--- src/rtl/btb_update_if.sv ---
// btb_update_if: resolve, redirect, BTB write-port and statistics signals of the BTB update unit
interface btb_update_if #(
  parameter int INDEX_BITS = 6,
  parameter int TAG_BITS   = 20
);
  logic                  res_valid;
  logic [31:0]           res_pc;
  logic                  res_taken;
  logic [31:0]           res_target;
  logic                  res_pred_hit;
  logic [31:0]           res_pred_target;
  logic                  redirect_valid;
  logic [31:0]           redirect_pc;
  logic                  upd_en;
  logic [INDEX_BITS-1:0] upd_index;
  logic [TAG_BITS-1:0]   upd_tag;
  logic [31:0]           upd_target;
  logic                  upd_ready;
  logic                  q_full;
  logic [31:0]           stat_branches;
  logic [31:0]           stat_mispredicts;
  logic [31:0]           stat_dropped;
  modport master (
    output res_valid, res_pc, res_taken, res_target, res_pred_hit, res_pred_target, upd_ready,
    input  redirect_valid, redirect_pc, upd_en, upd_index, upd_tag, upd_target, q_full,
           stat_branches, stat_mispredicts, stat_dropped
  );
  modport slave (
    input  res_valid, res_pc, res_taken, res_target, res_pred_hit, res_pred_target, upd_ready,
    output redirect_valid, redirect_pc, upd_en, upd_index, upd_tag, upd_target, q_full,
           stat_branches, stat_mispredicts, stat_dropped
  );
endinterface

--- src/rtl/btb_update_unit.sv ---
// btb_update_unit: resolves branches, issues redirects, queues coalesced BTB updates
module btb_update_unit #(
  parameter int INDEX_BITS = 6,
  parameter int TAG_BITS   = 20,
  parameter int DEPTH      = 4
) (
  input logic         clk,
  input logic         reset,
  btb_update_if.slave bus
);
  localparam int PW = $clog2(DEPTH);
  logic [INDEX_BITS-1:0] r_idx [DEPTH];
  logic [TAG_BITS-1:0]   r_tag [DEPTH];
  logic [31:0]           r_tgt [DEPTH];
  logic [PW-1:0]         r_head, r_tail;
  logic [PW:0]           r_count;
  logic                  r_redir_v;
  logic [31:0]           r_redir_pc, r_br, r_mp, r_dr;
  logic [31:0]           w_seq, w_pred, w_act;
  logic                  w_mis, w_wr, w_full, w_pop, w_any, w_hit, w_push, w_drop;
  logic [INDEX_BITS-1:0] w_index;
  logic [TAG_BITS-1:0]   w_tag;
  logic [DEPTH-1:0]      w_match;
  logic [PW-1:0]         w_slot;
  assign w_seq   = bus.res_pc + 32'd4;
  assign w_pred  = bus.res_pred_hit ? bus.res_pred_target : w_seq;
  assign w_act   = bus.res_taken ? bus.res_target : w_seq;
  assign w_mis   = bus.res_valid && (w_pred != w_act);
  assign w_wr    = bus.res_valid && bus.res_taken && (!bus.res_pred_hit || bus.res_pred_target != bus.res_target);
  assign w_index = bus.res_pc[INDEX_BITS+1:2];
  assign w_tag   = bus.res_pc[31:32-TAG_BITS];
  assign w_full  = r_count == (PW+1)'(DEPTH);
  assign w_pop   = (r_count != '0) && bus.upd_ready;
  // A slot is live when its distance from the head is below the count; the head leaving this cycle cannot absorb a write
  for (genvar g = 0; g < DEPTH; g++) begin : g_match
    logic [PW-1:0] w_off;
    assign w_off      = PW'(g) - r_head;
    assign w_match[g] = ({1'b0, w_off} < r_count) && (r_idx[g] == w_index) && !(w_pop && PW'(g) == r_head);
  end
  assign w_any  = |w_match;
  assign w_hit  = w_wr && w_any;
  assign w_push = w_wr && !w_any && (!w_full || w_pop);
  assign w_drop = w_wr && !w_any && w_full && !w_pop;
  // Coalescing keeps indices unique in the queue, so at most one slot matches
  always_comb begin
    w_slot = '0;
    for (int i = 0; i < DEPTH; i++) w_slot = w_match[i] ? PW'(i) : w_slot;
  end
  // Queue storage and pointers: pop at head, append at tail, overwrite a matching slot in place
  always_ff @(posedge clk) begin
    if (reset) begin
      r_head  <= '0;
      r_tail  <= '0;
      r_count <= '0;
      for (int i = 0; i < DEPTH; i++) begin
        r_idx[i] <= '0;
        r_tag[i] <= '0;
        r_tgt[i] <= '0;
      end
    end else begin
      if (w_pop) r_head <= r_head + PW'(1);
      if (w_push) begin
        r_idx[r_tail] <= w_index;
        r_tag[r_tail] <= w_tag;
        r_tgt[r_tail] <= bus.res_target;
        r_tail        <= r_tail + PW'(1);
      end
      if (w_hit) begin
        r_tag[w_slot] <= w_tag;
        r_tgt[w_slot] <= bus.res_target;
      end
      r_count <= r_count + (PW+1)'(w_push) - (PW+1)'(w_pop);
    end
  end
  // One-cycle redirect pulse; the target is held between mispredicts
  always_ff @(posedge clk) begin
    if (reset) begin
      r_redir_v  <= 1'b0;
      r_redir_pc <= '0;
    end else begin
      r_redir_v  <= w_mis;
      r_redir_pc <= w_mis ? w_act : r_redir_pc;
    end
  end
  // Free-running statistics, wrapping modulo 2^32
  always_ff @(posedge clk) begin
    if (reset) begin
      r_br <= '0;
      r_mp <= '0;
      r_dr <= '0;
    end else begin
      r_br <= r_br + 32'(bus.res_valid);
      r_mp <= r_mp + 32'(w_mis);
      r_dr <= r_dr + 32'(w_drop);
    end
  end
  assign bus.redirect_valid   = r_redir_v;
  assign bus.redirect_pc      = r_redir_pc;
  assign bus.upd_en           = r_count != '0;
  assign bus.upd_index        = r_idx[r_head];
  assign bus.upd_tag          = r_tag[r_head];
  assign bus.upd_target       = r_tgt[r_head];
  assign bus.q_full           = w_full;
  assign bus.stat_branches    = r_br;
  assign bus.stat_mispredicts = r_mp;
  assign bus.stat_dropped     = r_dr;
endmodule

--- src/flat_wrapper.sv ---
// flat-port wrapper written by rule: the top's interface ports become plain ports
module btb_update_unit_flat 
#(
  parameter int INDEX_BITS = 6,
  parameter int TAG_BITS   = 20,
  parameter int DEPTH      = 4
)
  (clk, reset, bus_res_valid, bus_res_pc, bus_res_taken, bus_res_target, bus_res_pred_hit, bus_res_pred_target, bus_upd_ready, bus_redirect_valid, bus_redirect_pc, bus_upd_en, bus_upd_index, bus_upd_tag, bus_upd_target, bus_q_full, bus_stat_branches, bus_stat_mispredicts, bus_stat_dropped);
  btb_update_if #(.INDEX_BITS(INDEX_BITS), .TAG_BITS(TAG_BITS)) bus_i ();
  input logic clk;
  input logic reset;
  input wire logic [$bits(bus_i.res_valid)-1:0] bus_res_valid;
  input wire logic [$bits(bus_i.res_pc)-1:0] bus_res_pc;
  input wire logic [$bits(bus_i.res_taken)-1:0] bus_res_taken;
  input wire logic [$bits(bus_i.res_target)-1:0] bus_res_target;
  input wire logic [$bits(bus_i.res_pred_hit)-1:0] bus_res_pred_hit;
  input wire logic [$bits(bus_i.res_pred_target)-1:0] bus_res_pred_target;
  input wire logic [$bits(bus_i.upd_ready)-1:0] bus_upd_ready;
  output wire logic [$bits(bus_i.redirect_valid)-1:0] bus_redirect_valid;
  output wire logic [$bits(bus_i.redirect_pc)-1:0] bus_redirect_pc;
  output wire logic [$bits(bus_i.upd_en)-1:0] bus_upd_en;
  output wire logic [$bits(bus_i.upd_index)-1:0] bus_upd_index;
  output wire logic [$bits(bus_i.upd_tag)-1:0] bus_upd_tag;
  output wire logic [$bits(bus_i.upd_target)-1:0] bus_upd_target;
  output wire logic [$bits(bus_i.q_full)-1:0] bus_q_full;
  output wire logic [$bits(bus_i.stat_branches)-1:0] bus_stat_branches;
  output wire logic [$bits(bus_i.stat_mispredicts)-1:0] bus_stat_mispredicts;
  output wire logic [$bits(bus_i.stat_dropped)-1:0] bus_stat_dropped;
  assign bus_i.res_valid = bus_res_valid;
  assign bus_i.res_pc = bus_res_pc;
  assign bus_i.res_taken = bus_res_taken;
  assign bus_i.res_target = bus_res_target;
  assign bus_i.res_pred_hit = bus_res_pred_hit;
  assign bus_i.res_pred_target = bus_res_pred_target;
  assign bus_i.upd_ready = bus_upd_ready;
  assign bus_redirect_valid = bus_i.redirect_valid;
  assign bus_redirect_pc = bus_i.redirect_pc;
  assign bus_upd_en = bus_i.upd_en;
  assign bus_upd_index = bus_i.upd_index;
  assign bus_upd_tag = bus_i.upd_tag;
  assign bus_upd_target = bus_i.upd_target;
  assign bus_q_full = bus_i.q_full;
  assign bus_stat_branches = bus_i.stat_branches;
  assign bus_stat_mispredicts = bus_i.stat_mispredicts;
  assign bus_stat_dropped = bus_i.stat_dropped;
  btb_update_unit #(.INDEX_BITS(INDEX_BITS), .TAG_BITS(TAG_BITS), .DEPTH(DEPTH)) u_core (.clk(clk), .reset(reset), .bus(bus_i));
endmodule
--- config.mk ---
export PLATFORM = sky130hd
export DESIGN_NAME = btb_update_unit_flat
export DESIGN_NICKNAME = d
export VERILOG_FILES = /design/src/rtl/btb_update_if.sv /design/src/rtl/btb_update_unit.sv /design/src/flat_wrapper.sv
export SDC_FILE = /design/constraint.sdc
export NUM_CORES = 1
export LEC_CHECK = 0
export CORE_MARGIN = 2
export CORE_UTILIZATION = 50
export DETAILED_ROUTE_END_ITERATION = 8
export PLACE_DENSITY = 0.75
export SYNTH_ARGS = -nofsm -noshare
export SYNTH_HDL_FRONTEND = slang
export SYNTH_SLANG_ARGS = --single-unit
--- constraint.sdc ---
create_clock -name clk -period 6.6 [get_ports clk]
set_input_delay 1.32 -clock clk [delete_from_list [all_inputs] [get_ports clk]]
set_output_delay 1.32 -clock clk [all_outputs]
set_load 0.02 [all_outputs]
==> notes.md <==
- 0.5081 — FP Util
- 710 ps — delay of the slowest cell on the worst path
- 0.3051 — GR Util All Layers
- 0.09028 — Multiplexer share
- 15340 — vias in the first global route
- 0 — ANT nets after route
- in -> reg — CP Class
- 57 — number of clock buffers in the layout
- 0 — number of max-capacitance violations reported
- 0 — number of hold buffers added after cts
- 0.4983 — met2 Track Usage GR
- 0.3807 — fraction of met1 tracks used by global routing
- u_core.r_tgt (128), u_core.r_tag (80) — largest registers in the final layout
- 0.9527 — RD Place Congestion
- 60 ps — clock transition time at the flip-flop clock pins of the worst setup and hold paths
- finished clean — outcome
- registers — leading cell category by total area
- 18 — number of logic stages on the critical path including buffering
- 0.00268 W — total sequential power
- u_core.bus.redirect_pc[24]$_SDFFE_PP0N_ — hold-critical path endpoint
- 26.04% — area grow syn2layout
- 22860 um2 — placed cell areas
- 34 — Log Warnings
- bus_res_pc[12] — worst setup path start
- 5371 um — met3 routed wirelength
- 370 — number of sequential cells in the layout
- 5 — Pre-Repair DR Iteration Count
- 23870 um — sum of routed wire segments on met1
- 0.4035 — register fraction of the total cell area
- 9734 um2 — flip-flop and latch area
- 0.1435 — fraction of cell area in non-clock buffers
- 2 — buffers plus inverters on the worst setup path
- 0.07359 — met3 Track Usage GR
- met5 — Highest Signal Layer
- simple AND/OR/NAND/NOR gates — Worst path top cell family by delay
- 0 — DRC
- 5.744 — vias per cell
- 0.006359 W — total power draw
- 290 — buffers added on ports
- 10.53 um2 — Syn Area/Cell
- 2238 — final-stage net count
- u_core.bus.stat_mispredicts[29]$_SDFF_PP0_ — capturing instance or port of the critical path
- 0.2807 — switching portion of total power
- 7 — crit path max fanout
- 0.09904 — xor and xnor fraction of the mapped netlist area
- 1304 ps — transition time at the pin with the least slew margin
- clkdlybuf4s50_1, nor2_1, edfxtp_1 — Top Layout Cells
- 0.234 — combinational power share
- 0.1700 GHz — Fmax
- u_core.bus.stat_dropped[28]$_SDFF_PP0_ — RR Endpoint
- 0 — grt ovf
- 6310 ps — data arrival time of the worst path
- or4_1 — slowest library cell on the worst path
- 0 — Gates resized, CTS repair
- 71 — number of rows created at floorplan
- 8710 um2 — area of combinational cells with multiple inputs
- 2 — H-tree level count
- 1817 — cells in synth_stat.txt
- 1 — number of antenna cells inserted
- clkdlybuf4s50_1 > nand4_2 > or4_1 > or4_1 > a21o_1 > and4_1 > and4_1 > o22ai_1 > o41ai_4 > inv_2 > ha_1 > and3_1 > nor2b_1 > nand3_1 > nor3_1 > nand3_1 > xor2_1 > nor2_1 — series of cell instances along the critical path
- 0.05249 — Clock Network Area Fraction
- u_core.bus.redirect_pc[24]$_SDFFE_PP0N_ — worst min-delay path startpoint
- 0.421 — Seq pwr share
[synth_stat cells, types with 18 or more instances]
master    instances  area share
nand3_1          57       0.015
nor2_1          253       0.050
or3_1            20      0.0065
a21oi_1          37      0.0097
ha_1             18       0.012
o211ai_1         22      0.0086
o21ai_0          34      0.0089
inv_1            81       0.016
nor4_1           22      0.0072
dfxtp_1         138        0.14
mux2i_1          32       0.017
xnor2_1         100       0.046
nor2b_1          74       0.024
edfxtp_1        232        0.36
xor2_1           98       0.045
nand2_1         199       0.039
and3_1           30      0.0098
mux4_2           58       0.068
nand4_1          36       0.012
clkbuf_1         67       0.013
nor3_1           25      0.0065
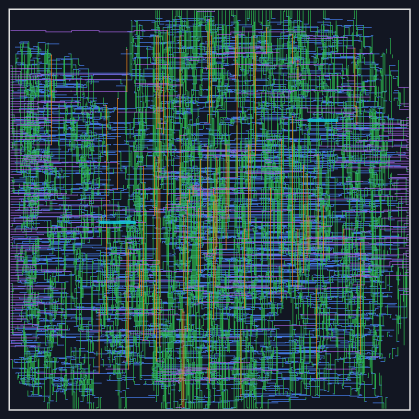
(images/metal_stack.png)
(2 px per um)
[purple] met3 | wire length: 5370 um
[green] met2 | wire length: 28.7 mm
[blue] met1 | wire length: 23.9 mm
[orange] met4 | wire length: 2760 um
[cyan] met5 | wire length: 30.4 um
detailed-route via count: 15270
overall routed net length: 60750 um
per-cell routed wire length: 22.85 um

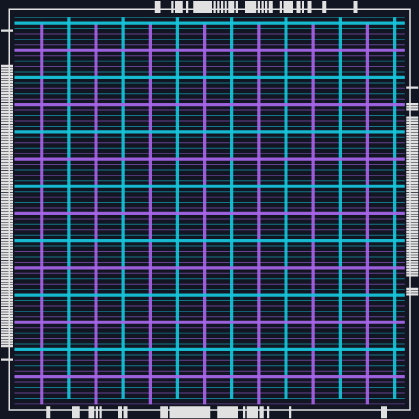
(images/pdn.png)
(2 px per um) Pins as bars on the die edge.
[cyan] VDD
[purple] VSS
rows: 71
met1 rails: 72
met4 straps: 14
met5 straps: 14
signal pins: 291
highest ir drop seen on vdd: 0.2148 mV
width of the die: 199.7 um
Vert. Die Dim: 199.7 um

Power is estimated from default activity; no workload was simulated.
